Figure 1. Signal wires on met1.
The bar under the picture is 50 um long.
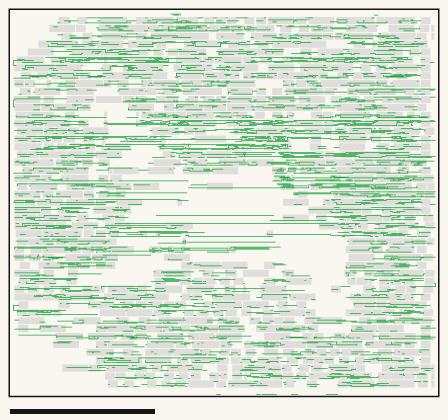
Figure 2. Metal 2.
The bar under the picture is 50 um long.
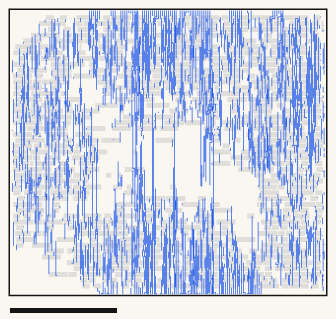
Figure 3. Metal 3.
The bar under the picture is 50 um long.
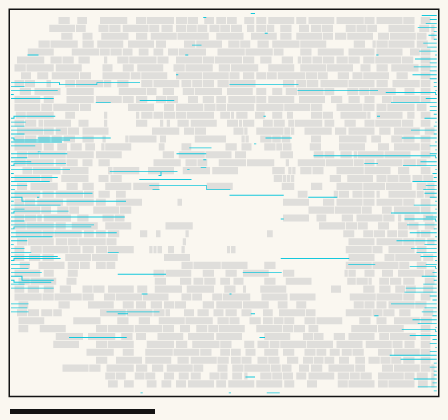
Figure 4. M4 wires.
The bar under the picture is 50 um long.
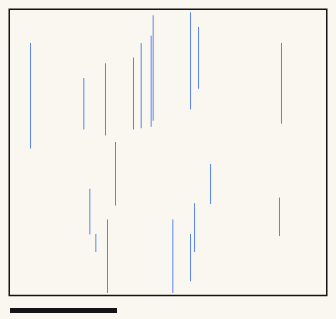
Figure 5. Routing congestion map.
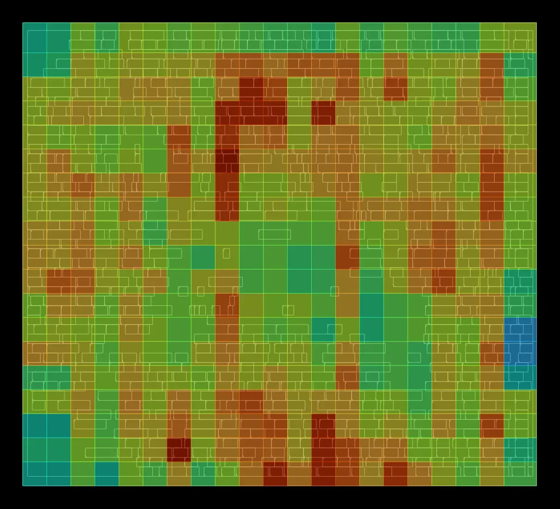
===== src/rtl/qu_common.sv =====
// ---------------------------------------------------------------------------
// qu_common -- shared types for the commit stage and its neighbours.
//   rob_addr_t      : ROB index (the ROB owns pointer arithmetic and wrap)
//   phy_rf_addr_t   : physical register index
//   arch_rf_addr_t  : architectural register index (x0..x31)
//   rob_entry_t     : retirement-relevant fields of a ROB entry
//   commit_state_t  : commit FSM states (RUN, FLUSH)
// ---------------------------------------------------------------------------
package qu_common;

   localparam int ARCH_REGS_DEFAULT   = 32;
   localparam int ARCH_REG_ADDR_WIDTH = 5;
   localparam int PHY_RF_ADDR_WIDTH   = 6;
   localparam int ROB_ADDR_WIDTH      = 5;

   typedef logic [ROB_ADDR_WIDTH-1:0]      rob_addr_t;
   typedef logic [PHY_RF_ADDR_WIDTH-1:0]   phy_rf_addr_t;
   typedef logic [ARCH_REG_ADDR_WIDTH-1:0] arch_rf_addr_t;

   typedef struct packed {
      logic          has_dest;
      arch_rf_addr_t dest_arch;
      phy_rf_addr_t  dest_phy;
      phy_rf_addr_t  old_phy;
      logic          mispredict;
      logic [31:0]   target_pc;
   } rob_entry_t;

   typedef enum logic {
      RUN   = 1'b0,
      FLUSH = 1'b1
   } commit_state_t;

   // An entry updates the RRAT (and frees its old mapping) only when it
   // really writes an architectural register other than x0.
   function automatic logic writes_dest(input rob_entry_t e);
      return e.has_dest && (e.dest_arch != '0);
   endfunction

endpackage


===== src/rtl/commit_if.sv =====
// ---------------------------------------------------------------------------
// commit_if -- ROB head to commit-stage handshake.
//   rob_head_ptr      : head index (informational, owned by the ROB)
//   rob_head_valid    : head entry occupied
//   rob_head_ready    : head result has been written
//   rob_head_entry    : head entry fields
//   rob_incr_head_ptr : combinational pop request back to the ROB
// master = ROB side, slave = commit side.
// ---------------------------------------------------------------------------
interface commit_if;
   import qu_common::*;

   rob_addr_t  rob_head_ptr;
   logic       rob_head_valid;
   logic       rob_head_ready;
   rob_entry_t rob_head_entry;
   logic       rob_incr_head_ptr;

   modport master (
      output rob_head_ptr,
      output rob_head_valid,
      output rob_head_ready,
      output rob_head_entry,
      input  rob_incr_head_ptr
   );

   modport slave (
      input  rob_head_ptr,
      input  rob_head_valid,
      input  rob_head_ready,
      input  rob_head_entry,
      output rob_incr_head_ptr
   );
endinterface


===== src/rtl/commit_rrat.sv =====
// ---------------------------------------------------------------------------
// commit_rrat -- retirement RAT storage.
//   clk, rst  : clock, asynchronous active-high reset
//   wr_en     : write one entry this edge
//   wr_addr   : architectural register to remap
//   wr_data   : new physical register
//   snapshot  : all entries flattened, entry i at [i*W +: W]
// Entry 0 (x0) is a hard zero and has no storage.
// ---------------------------------------------------------------------------
module commit_rrat
   import qu_common::*;
#(
   parameter int ARCH_REGS          = ARCH_REGS_DEFAULT,
   parameter int RRAT_INIT_IDENTITY = 1
) (
   input  logic                                  clk,
   input  logic                                  rst,
   input  logic                                  wr_en,
   input  arch_rf_addr_t                         wr_addr,
   input  phy_rf_addr_t                          wr_data,
   output logic [ARCH_REGS*PHY_RF_ADDR_WIDTH-1:0] snapshot
);

   localparam int W = PHY_RF_ADDR_WIDTH;

   assign snapshot[0 +: W] = '0;

   for (genvar i = 1; i < ARCH_REGS; i++) begin : g_ent
      phy_rf_addr_t ent_q;

      always_ff @(posedge clk or posedge rst) begin
         if (rst) begin
            ent_q <= (RRAT_INIT_IDENTITY != 0) ? phy_rf_addr_t'(i) : '0;
         end else if (wr_en && (wr_addr == arch_rf_addr_t'(i))) begin
            ent_q <= wr_data;
         end
      end

      assign snapshot[i*W +: W] = ent_q;
   end

endmodule


===== src/rtl/commit.sv =====
// ---------------------------------------------------------------------------
// commit -- in-order retirement from the ROB head.
//   clk, rst          : clock, asynchronous active-high reset
//   rob (commit_if)   : ROB head handshake, pops via rob_incr_head_ptr
//   free_list_wr_en   : registered, release of the committed old mapping
//   free_list_wr_addr : physical register being released
//   flush, flush_pc   : registered one-cycle redirect after a mispredict
//   rrat_snapshot     : retirement RAT for front-end RAT restore
//   commit_count      : committed-instruction counter, only present when
//                       QU_COMMIT_PERF_CNT_EN is defined
// One instruction commits per cycle at most. A mispredict commit still
// updates RRAT and free list, then spends one FLUSH cycle refusing the head.
// ---------------------------------------------------------------------------
module commit
   import qu_common::*;
#(
   parameter int ARCH_REGS          = ARCH_REGS_DEFAULT,
   parameter int RRAT_INIT_IDENTITY = 1
) (
   input  logic                                  clk,
   input  logic                                  rst,
   commit_if.slave                               rob,
   output logic                                  free_list_wr_en,
   output phy_rf_addr_t                          free_list_wr_addr,
   output logic                                  flush,
   output logic [31:0]                           flush_pc,
   output logic [ARCH_REGS*PHY_RF_ADDR_WIDTH-1:0] rrat_snapshot
`ifdef QU_COMMIT_PERF_CNT_EN
   ,
   output logic [31:0]                           commit_count
`endif
);

   commit_state_t state_q;
   logic          commit_fire;
   logic          rrat_wr_en;
   logic          unused_head_ptr;

   // The head pointer is only meaningful to the ROB; wrap handling lives there.
   assign unused_head_ptr = ^rob.rob_head_ptr;

   // Pop is combinational so the ROB advances in the commit cycle itself.
   // Reset gates it so a head that looks ready during reset is not lost twice.
   assign commit_fire = (state_q == RUN) && rob.rob_head_valid &&
                        rob.rob_head_ready && !rst;
   assign rob.rob_incr_head_ptr = commit_fire;
   assign rrat_wr_en = commit_fire && writes_dest(rob.rob_head_entry);

   commit_rrat #(
      .ARCH_REGS          (ARCH_REGS),
      .RRAT_INIT_IDENTITY (RRAT_INIT_IDENTITY)
   ) u_rrat (
      .clk      (clk),
      .rst      (rst),
      .wr_en    (rrat_wr_en),
      .wr_addr  (rob.rob_head_entry.dest_arch),
      .wr_data  (rob.rob_head_entry.dest_phy),
      .snapshot (rrat_snapshot)
   );

   // Commit FSM and its registered side effects (free, flush).
   always_ff @(posedge clk or posedge rst) begin
      if (rst) begin
         state_q           <= RUN;
         free_list_wr_en   <= 1'b0;
         free_list_wr_addr <= '0;
         flush             <= 1'b0;
         flush_pc          <= '0;
      end else begin
         case (state_q)
            RUN: begin
               free_list_wr_en <= rrat_wr_en;
               if (rrat_wr_en) begin
                  free_list_wr_addr <= rob.rob_head_entry.old_phy;
               end
               if (commit_fire && rob.rob_head_entry.mispredict) begin
                  state_q  <= FLUSH;
                  flush    <= 1'b1;
                  flush_pc <= rob.rob_head_entry.target_pc;
               end else begin
                  flush <= 1'b0;
               end
            end
            FLUSH: begin
               state_q         <= RUN;
               free_list_wr_en <= 1'b0;
               flush           <= 1'b0;
            end
            default: begin
               state_q         <= RUN;
               free_list_wr_en <= 1'b0;
               flush           <= 1'b0;
            end
         endcase
      end
   end

`ifdef QU_COMMIT_PERF_CNT_EN
   // Free-running commit counter, wraps naturally at 2^32.
   always_ff @(posedge clk or posedge rst) begin
      if (rst) begin
         commit_count <= '0;
      end else if (commit_fire) begin
         commit_count <= commit_count + 32'd1;
      end
   end
`endif

endmodule


===== src/flat_wrapper.sv =====
// flat-port wrapper written by rule: the top's interface ports become plain ports
module commit_flat import qu_common::*;
#(
   parameter int ARCH_REGS          = ARCH_REGS_DEFAULT,
   parameter int RRAT_INIT_IDENTITY = 1
)
  (clk, rst, free_list_wr_en, free_list_wr_addr, flush, flush_pc, rrat_snapshot, rob_rob_head_ptr, rob_rob_head_valid, rob_rob_head_ready, rob_rob_head_entry, rob_rob_incr_head_ptr);
  commit_if rob_i ();
  input  logic clk;
  input  logic rst;
  output logic free_list_wr_en;
  output phy_rf_addr_t free_list_wr_addr;
  output logic flush;
  output logic [31:0] flush_pc;
  output logic [ARCH_REGS*PHY_RF_ADDR_WIDTH-1:0] rrat_snapshot;
  input wire logic [$bits(rob_i.rob_head_ptr)-1:0] rob_rob_head_ptr;
  input wire logic [$bits(rob_i.rob_head_valid)-1:0] rob_rob_head_valid;
  input wire logic [$bits(rob_i.rob_head_ready)-1:0] rob_rob_head_ready;
  input wire logic [$bits(rob_i.rob_head_entry)-1:0] rob_rob_head_entry;
  output wire logic [$bits(rob_i.rob_incr_head_ptr)-1:0] rob_rob_incr_head_ptr;
  assign rob_i.rob_head_ptr = rob_rob_head_ptr;
  assign rob_i.rob_head_valid = rob_rob_head_valid;
  assign rob_i.rob_head_ready = rob_rob_head_ready;
  assign rob_i.rob_head_entry = rob_rob_head_entry;
  assign rob_rob_incr_head_ptr = rob_i.rob_incr_head_ptr;
  commit #(.ARCH_REGS(ARCH_REGS), .RRAT_INIT_IDENTITY(RRAT_INIT_IDENTITY)) u_core (.clk(clk), .rst(rst), .rob(rob_i), .free_list_wr_en(free_list_wr_en), .free_list_wr_addr(free_list_wr_addr), .flush(flush), .flush_pc(flush_pc), .rrat_snapshot(rrat_snapshot));
endmodule

===== config.mk =====
export PLATFORM = sky130hd
export DESIGN_NAME = commit_flat
export DESIGN_NICKNAME = d
export VERILOG_FILES = /design/src/rtl/qu_common.sv /design/src/rtl/commit_if.sv /design/src/rtl/commit_rrat.sv /design/src/rtl/commit.sv /design/src/flat_wrapper.sv
export SDC_FILE = /design/constraint.sdc
export NUM_CORES = 1
export LEC_CHECK = 0
export CORE_ASPECT_RATIO = 0.9
export CORE_UTILIZATION = 46
export DETAILED_ROUTE_END_ITERATION = 8
export PLACE_DENSITY = 0.88
export SLEW_MARGIN = 10
export SYNTH_ARGS = -nofsm -noshare
export SYNTH_HDL_FRONTEND = slang
export SYNTH_HIERARCHICAL = 1
export SYNTH_SLANG_ARGS = --single-unit

===== constraint.sdc =====
create_clock -name clk -period 7.8 [get_ports clk]
set_clock_uncertainty 0.2 [all_clocks]
set_input_delay 2.34 -clock clk [delete_from_list [all_inputs] [get_ports clk]]
set_output_delay 2.34 -clock clk [all_outputs]
set_load 0.02 [all_outputs]

==> summary.txt <==
Flow results follow.

The normalized max-slew margin is 0.364. The power in combinational cells is 482 uW. The sequential-cell power consumption is 1320 uW.

The worst-case clock buffer depth is 3. Entering global routing, the biggest net connects 107 pins. In this run, post-CTS hold repair placed 0 buffers.

Measured on the final layout, buffering overhead outside the clock network stands at 0.229. The worst hold path stage count is 1. The worst-skew pair later-pin latency is 0.49 ns.

Detailed-route iteration 0 reported a violation count of 191. The xor and xnor area share after synthesis is 0. The worst flop-to-flop path endpoint is u_core/u_rrat/g_ent[8].ent_q[5]$_DFFE_PP0P_. The timing report shows the most common cell along the critical path to be sky130_fd_sc_hd__clkdlybuf4s50_1. The number of standard-cell rows in the floorplan is 47. The worst slack after detailed placement is 1.30 ns.

The final clock period utilization by the worst path is 0.832. Once detailed placement completed, the half-perimeter wirelength came to 15.3 mm. For this run, asynchronously set or reset flops after synthesis account for 1.00. The synthesized area per cell is 16.3 um^2. The number of buffers outside the clock class in the layout is 291. For this sky-water flow run, the detailed-routed wirelength per cell is reported as 20.7 um.

The setup slack after layout is 1.31 ns. Yosys shows that the main logic family after synthesis is multiplexers. The total placed cells including tap cells is 1046. The floorplan die width is 147 um. The sequential portion of the cell area is 0.457. The number of warnings reported in the stage logs is 33. For this floorplan the total number of well-tap instances is 245. The layout overhead on the synthesized area is 44.1%. Of the total power, registers draw 0.451. The portion of synthesized area spent on multiplexers is 0.288.

The combined area of the multi-input logic cells is 2840 um^2. The final hold violation count is 0. By area the synthesized netlist is led by sky130_fd_sc_hd__dfrtp_1 42%, sky130_fd_sc_hd__mux2_2 29%, sky130_fd_sc_hd__dfstp_2 24%, sky130_fd_sc_hd__clkbuf_1 0.90%, sky130_fd_sc_hd__and4bb_2 0.57%. The largest fanout of any net on the critical path is 3. The dominant register cell is sky130_fd_sc_hd__dfrtp_1. The number of cells traversed by the worst register-to-register path is 6. In this run, the synthesized area fraction spent on adder and majority cells is recorded as 0. The commonest non-fill, non-tap cell in the layout is sky130_fd_sc_hd__clkdlybuf4s50_1. The number of sequential cells is 226. The H-tree depth is 1. The count of antenna-violating nets left after detailed routing is 0. The net load switching power is 737 uW. Of the total synthesized cell area, the portion taken by AND, OR, NAND and NOR gates is 0.0313. The kind of capture point of the worst setup path is an output port. The setup TNS is 0 ns.

After layout, the clock buffer instance count stands at 34. The iteration count of the initial detailed-routing pass is 4. The number of global-route vias before repair is 5959. CTS placed an instance of sky130_fd_sc_hd__clkbuf_16 at the clock tree root. In this design, the largest share of critical-path delay is due to buffers and inverters.

The main power-consuming group is registers. STA classifies the critical path startpoint as a primary input. The layout inverter count without the clock tree is 5. The ratio of total power to cell area is 233 nW/um^2. The worst ir drop on vdd is 186 uV.

In this run, synthesis inferred 0 flip-flops with an integrated enable. In the layout the commonest cells are 281 x sky130_fd_sc_hd__clkdlybuf4s50_1, 224 x sky130_fd_sc_hd__mux2_2, 146 x sky130_fd_sc_hd__dfrtp_1. The utilization after layout is 0.680. In this run the critical path is formed by clkdlybuf4s50_1 > and4bb_2 > clkdlybuf4s50_1.

The setup check on the worst reg-to-reg path leaves a slack of 4.74 ns. The run finished with clean final reports. The critical path data arrival time is 3.95 ns. In the floorplan report the effective utilization is 0.472.

The total via count after detailed routing is 5571. In the final layout, the fill cell count is 1304. Sorting the synthesized cells by how often they occur yields 224 x sky130_fd_sc_hd__mux2_2, 146 x sky130_fd_sc_hd__dfrtp_1, 80 x sky130_fd_sc_hd__dfstp_2. The clock tree has to reach 226 sinks.
-- Figure 1 (at the start) --
nets with wire on the layer = 750
wire length on this layer = 9180 um
main direction = horizontal
share of all routed wire = 41%
longest straight run = 76.8 um

-- Figure 2 (at the start) --
main direction = vertical
share of all routed wire = 50%
nets with wire on the layer = 862
longest straight run = 71.4 um

-- Figure 3 (at the start) --
wire length on this layer = 1520 um
nets with wire on the layer = 163
main direction = horizontal
longest straight run = 41.9 um

-- Figure 4 (at the start) --
longest straight run = 49.0 um
wire length on this layer = 588 um

-- Figure 5 (at the start) --
GR Util met1: 0.290
total routing usage reported by global routing: 0.232
GR Layer Usage met2: 0.395

[layer usage]
metal / vias up / global-route usage / share of wire / wire [um]
met5: - / 0 / 0 / 0
met4: 0 / 0.0693 / 0.026 / 587
met3: 46 / 0.0607 / 0.067 / 1520
met2: 204 / 0.395 / 0.50 / 11200
met1: 2862 / 0.290 / 0.41 / 9180
li1: 2459 / - / - / -
[sequential cells by signal (all words and copies together) (netlist names)]
name	flops
u_core/state_q	1
u_core/u_rrat/g_ent.ent_q	186
u_core/free_list_wr_addr	6
u_core/free_list_wr_en	1
u_core/flush_pc	32
[metrics by stage]
stage	power [uW]	cell area, um^2	hold WS (ns)
2_1_floorplan	1570	8760	0.435
3_3_place_gp	1810	11800	0.285
3_5_place_dp	1830	11800	0.292
4_1_cts	2970	12600	0.305
5_1_grt	3050	12600	0.313
6_report	2930	12600	0.302
Power figures rest on the tool's default switching activity, not on a simulated workload.
